$ cat src/rtl/ram_fifo_pkg.sv
`default_nettype none
// ============================================================================
// Module  : ram_fifo_pkg
// Brief   : Small shared definitions for the RAM-backed FIFO.
// Revision: 1.0 - initial release
// ============================================================================
package ram_fifo_pkg;

    // The output queue has two slots: a head register and a skid register.
    localparam int OQ_SLOTS = 2;

    // Number of occupied output-queue slots, widened so sums with the
    // in-flight flag cannot overflow.
    function automatic logic [2:0] oq_occ(input logic head_v, input logic skid_v);
        return {2'b00, head_v} + {2'b00, skid_v};
    endfunction

endpackage
`default_nettype wire

$ cat src/rtl/ram_fifo_ram1r1w.sv
`default_nettype none
// ============================================================================
// Module  : ram1r1w
// Brief   : Simple dual-port RAM, one write port, one read port with a
//           one-cycle registered read. Contents are not reset.
// Revision: 1.0 - initial release
// ============================================================================
module ram1r1w #(
    parameter int WIDTH    = 32,
    parameter int LG_DEPTH = 4
) (
    input  logic                clk,
    input  logic                wr_en_i,
    input  logic [LG_DEPTH-1:0] wr_addr_i,
    input  logic [WIDTH-1:0]    wr_data_i,
    input  logic                rd_en_i,
    input  logic [LG_DEPTH-1:0] rd_addr_i,
    output logic [WIDTH-1:0]    rd_data_o
);

    localparam int DEPTH = 1 << LG_DEPTH;

    logic [WIDTH-1:0] mem_q [DEPTH];
    logic [WIDTH-1:0] rd_data_q;

    // Write on request; registered read returns data the following cycle.
    always_ff @(posedge clk) begin
        if (wr_en_i) begin
            mem_q[wr_addr_i] <= wr_data_i;
        end
        if (rd_en_i) begin
            rd_data_q <= mem_q[rd_addr_i];
        end
    end

    assign rd_data_o = rd_data_q;

endmodule
`default_nettype wire

$ cat src/rtl/ram_fifo.sv
`default_nettype none
// ============================================================================
// Module  : ram_fifo
// Brief   : FIFO built on a 1R1W RAM with registered read, followed by a
//           two-entry output queue (head + skid) so a full-rate stream flows
//           without bubbles despite the RAM read latency.
// Revision: 1.0 - initial release
// ============================================================================
module ram_fifo
    import ram_fifo_pkg::*;
#(
    parameter int WIDTH    = 32,
    parameter int LG_DEPTH = 4
) (
    input  logic                  clk,
    input  logic                  reset_n,
    input  logic                  in_valid,
    output logic                  in_ready,
    input  logic [WIDTH-1:0]      in_data,
    output logic                  out_valid,
    input  logic                  out_ready,
    output logic [WIDTH-1:0]      out_data,
    output logic [LG_DEPTH+1:0]   count,
    output logic                  empty
);

    localparam int                DEPTH   = 1 << LG_DEPTH;
    localparam logic [LG_DEPTH:0] C_DEPTH = (LG_DEPTH + 1)'(DEPTH);

    // Pointer / occupancy state
    logic [LG_DEPTH-1:0] wr_ptr_q, wr_ptr_d;
    logic [LG_DEPTH-1:0] rd_ptr_q, rd_ptr_d;
    logic [LG_DEPTH:0]   ram_cnt_q, ram_cnt_d;
    logic                inflight_q, inflight_d;

    // Output queue state
    logic                head_v_q, head_v_d;
    logic [WIDTH-1:0]    head_data_q, head_data_d;
    logic                skid_v_q, skid_v_d;
    logic [WIDTH-1:0]    skid_data_q, skid_data_d;

    logic                w_push;
    logic                w_pop;
    logic                w_issue;
    logic [2:0]          w_occ;
    logic [WIDTH-1:0]    w_ram_rdata;

    assign in_ready  = (ram_cnt_q != C_DEPTH);
    assign out_valid = head_v_q;
    assign out_data  = head_data_q;
    assign count     = (LG_DEPTH + 2)'(ram_cnt_q) + (LG_DEPTH + 2)'(inflight_q)
                     + (LG_DEPTH + 2)'(w_occ);
    assign empty     = (count == '0);

    // Handshakes and read-issue decision. Reads are gated on the registered
    // RAM count, so a read can never target the slot being written this
    // cycle: rd_ptr == wr_ptr with ram_cnt != 0 only when full, and then no
    // push is accepted.
    always_comb begin
        w_push  = in_valid && in_ready;
        w_pop   = head_v_q && out_ready;
        w_occ   = oq_occ(head_v_q, skid_v_q);
        w_issue = (ram_cnt_q != '0) &&
                  ((w_occ + {2'b00, inflight_q}) < (3'(OQ_SLOTS) + {2'b00, w_pop}));
    end

    // Next-state for pointers, RAM occupancy and the output queue.
    always_comb begin
        wr_ptr_d    = wr_ptr_q + LG_DEPTH'(w_push);
        rd_ptr_d    = rd_ptr_q + LG_DEPTH'(w_issue);
        ram_cnt_d   = ram_cnt_q + (LG_DEPTH + 1)'(w_push) - (LG_DEPTH + 1)'(w_issue);
        inflight_d  = w_issue;

        head_v_d    = head_v_q;
        head_data_d = head_data_q;
        skid_v_d    = skid_v_q;
        skid_data_d = skid_data_q;

        // A pop shifts the skid entry into the head.
        if (w_pop) begin
            head_v_d    = skid_v_q;
            head_data_d = skid_data_q;
            skid_v_d    = 1'b0;
        end

        // Returning read data fills the first free slot.
        if (inflight_q) begin
            if (!head_v_d) begin
                head_v_d    = 1'b1;
                head_data_d = w_ram_rdata;
            end else begin
                skid_v_d    = 1'b1;
                skid_data_d = w_ram_rdata;
            end
        end
    end

    // State registers; reset discards everything, including a read in flight.
    always_ff @(posedge clk or negedge reset_n) begin
        if (!reset_n) begin
            wr_ptr_q    <= '0;
            rd_ptr_q    <= '0;
            ram_cnt_q   <= '0;
            inflight_q  <= 1'b0;
            head_v_q    <= 1'b0;
            head_data_q <= '0;
            skid_v_q    <= 1'b0;
            skid_data_q <= '0;
        end else begin
            wr_ptr_q    <= wr_ptr_d;
            rd_ptr_q    <= rd_ptr_d;
            ram_cnt_q   <= ram_cnt_d;
            inflight_q  <= inflight_d;
            head_v_q    <= head_v_d;
            head_data_q <= head_data_d;
            skid_v_q    <= skid_v_d;
            skid_data_q <= skid_data_d;
        end
    end

    ram1r1w #(
        .WIDTH    (WIDTH),
        .LG_DEPTH (LG_DEPTH)
    ) u_ram (
        .clk       (clk),
        .wr_en_i   (w_push),
        .wr_addr_i (wr_ptr_q),
        .wr_data_i (in_data),
        .rd_en_i   (w_issue),
        .rd_addr_i (rd_ptr_q),
        .rd_data_o (w_ram_rdata)
    );

endmodule
`default_nettype wire

$ cat config.mk
export PLATFORM = sky130hd
export DESIGN_NAME = ram_fifo
export DESIGN_NICKNAME = d
export VERILOG_FILES = /design/src/rtl/ram_fifo_pkg.sv /design/src/rtl/ram_fifo_ram1r1w.sv /design/src/rtl/ram_fifo.sv
export SDC_FILE = /design/constraint.sdc
export NUM_CORES = 1
export LEC_CHECK = 0
export ABC_AREA = 1
export ABC_CLOCK_PERIOD_IN_PS = 6800
export CORE_MARGIN = 2
export CORE_UTILIZATION = 36
export DETAILED_ROUTE_END_ITERATION = 6
export GPL_TIMING_DRIVEN = 0
export PLACE_DENSITY = 0.53
export SLEW_MARGIN = 25
export SYNTH_ARGS = -nofsm -noshare
export SYNTH_HDL_FRONTEND = slang
export SYNTH_SLANG_ARGS = --single-unit
$ cat constraint.sdc
create_clock -name clk -period 6.8 [get_ports clk]
set_clock_uncertainty 0.15 [all_clocks]
set_input_delay 1.36 -clock clk [delete_from_list [all_inputs] [get_ports clk]]
set_output_delay 1.36 -clock clk [all_outputs]
set_load 0.03 [all_outputs]
**Placed standard cells**

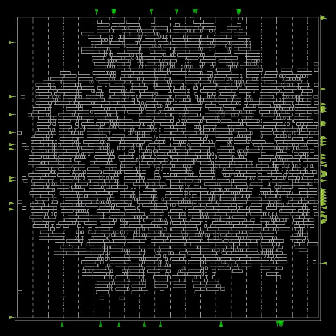
Cell Count, Final, Fillers Out: 3738
fraction of area in registers: 0.574

==> flow_summary.toml <==
# physical design summary
[synthesis]
top_cells_by_area = "edfxtp_1, nand2_1, nand3_1"
ys_types = 28
ys_sh_xor = 0.00294
synth_warnings = 0
top_area_cell = "edfxtp_1"
synth_area_per_cell_um2 = 10.6
synthCells = 2533
ys_ff = 624
ys_area_mm2 = 0.0268
syn_nets = 2589

[routing]
dr_wl_met3_mm = 5.71
wire_per_inst_um = 20.8
via_count = 18305
top_layer = "met4"
wl_met1_mm = 33.4

[timing]
drv_slew = 0
min_period_over_period = 0.711
timing.final.ws_setup_ns = 1.96
rsz0062_at_grt = "no"
tightest_slew_ns = 0.995
setup_viol_count_final = 0
max_freq_ghz = 0.207

[floorplanning]
dieHeight_um = 277
ios = 77
core_mm2 = 0.0741

[layout]
layout_top_cell = "nand2_1"
final_cell_area_mm2 = 0.0320
syn2layout_area_growth_pct = 19.3
logic_area_mm2 = 0.00606
nets = 2771
layout_top_cells = "nand2_1, edfxtp_1, inv_1"

[placement]
dpl-instance-area_mm2 = 0.0298
dp_cells = 3613

[worst_setup_path]
crit_end = "empty"
reg2reg_setup_slack_ns = 2.91
cp_slowest_cell = "clkdlybuf4s50_1"
required_ns = 5.29
cp_top_family = "adder cells"
arrival_ns = 3.33
crit_path_start_kind = "register"
worstPathMaxFanout = 3
reg2reg_to = "ram_cnt_q[4]"

[job]
openroad.warnings = 30

[clock_network]
cts_max_level = 3
cts_num_sinks = 624
postCtsResizedCells = 0

[global_routing]
use_met3 = 0.0393

[outcome]
status = "finished clean"
**Signal wires on met3**

Scale: 1.5 px per um.
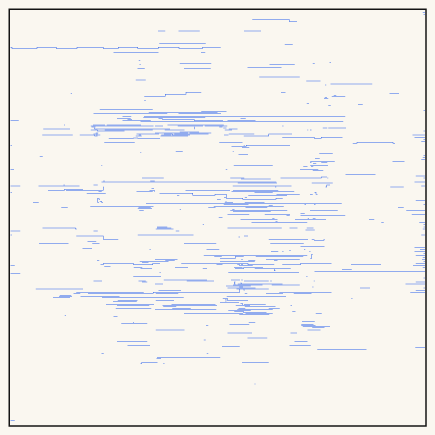
share of all routed wire: 7.4%
main direction: horizontal
nets with wire on the layer: 224
wire length on this layer: 5710 um

==> synth_stat cells (all sizes together), types with 2 or more instances <==
library cell  number
xnor2              3
a31oi             32
or2                2
xor2               6
edfxtp           544
ha                16
clkbuf            16
inv              445
buf              113
fa                 4
nand3            427
nor2              52
o21ai             34
a21oi              2
dfrtp             80
nand2            754
==> worst min path at each step <==
stage | cells past startpoint | slack (ns) | start | endpoint
after floorplan | 2 | 0.30 | skid_data_q[0] | skid_data_q[0]
after global placement | 2 | 0.32 | skid_data_q[28] | skid_data_q[28]
after detailed placement | 2 | 0.32 | skid_data_q[29] | skid_data_q[29]
after CTS | 2 | 0.34 | skid_data_q[28] | skid_data_q[28]
after global routing | 2 | 0.36 | skid_data_q[0] | skid_data_q[0]
final | 2 | 0.33 | skid_data_q[30] | skid_data_q[30]
==> tightest hold or removal path, cell delays in order, from the launching register on <==
cell and delay (ns):
dfrtp_1 0.34, nand2_1 0.05, o21ai_0 0.06
==> stage by stage <==
stage | total power, W | util
global route | 0.0158 | 0.432
floorplan | 0.00878 | -
detailed placement | 0.0114 | 0.402
CTS | 0.0151 | 0.432
global placement | 0.0111 | 0.388
finish | 0.0151 | 0.432
==> final cells by class <==
| class | instances | share of cell area |
|---|---|---|
| clock inverters | 29 | 0.00900 |
| repair buffers | 111 | 0.0508 |
| clock buffers | 95 | 0.0597 |
| multi-input cells | 1334 | 0.190 |
| well taps | 969 | 0.0379 |
| plain buffers | 129 | 0.0268 |
| inverters | 446 | 0.0525 |
| flip-flops and latches | 624 | 0.574 |
| diodes | 1 | 0.0000783 |
==> power breakdown <==
group          total [W]  internal, W  leakage (nW)  switching (W)
Clock            0.00367      0.00216          1.07        0.00151
Combinational    0.00612      0.00189          6.64        0.00423
Sequential       0.00526      0.00498          5.90       0.000280
Total             0.0151      0.00903          13.6        0.00602
Power is estimated from default activity; no workload was simulated.
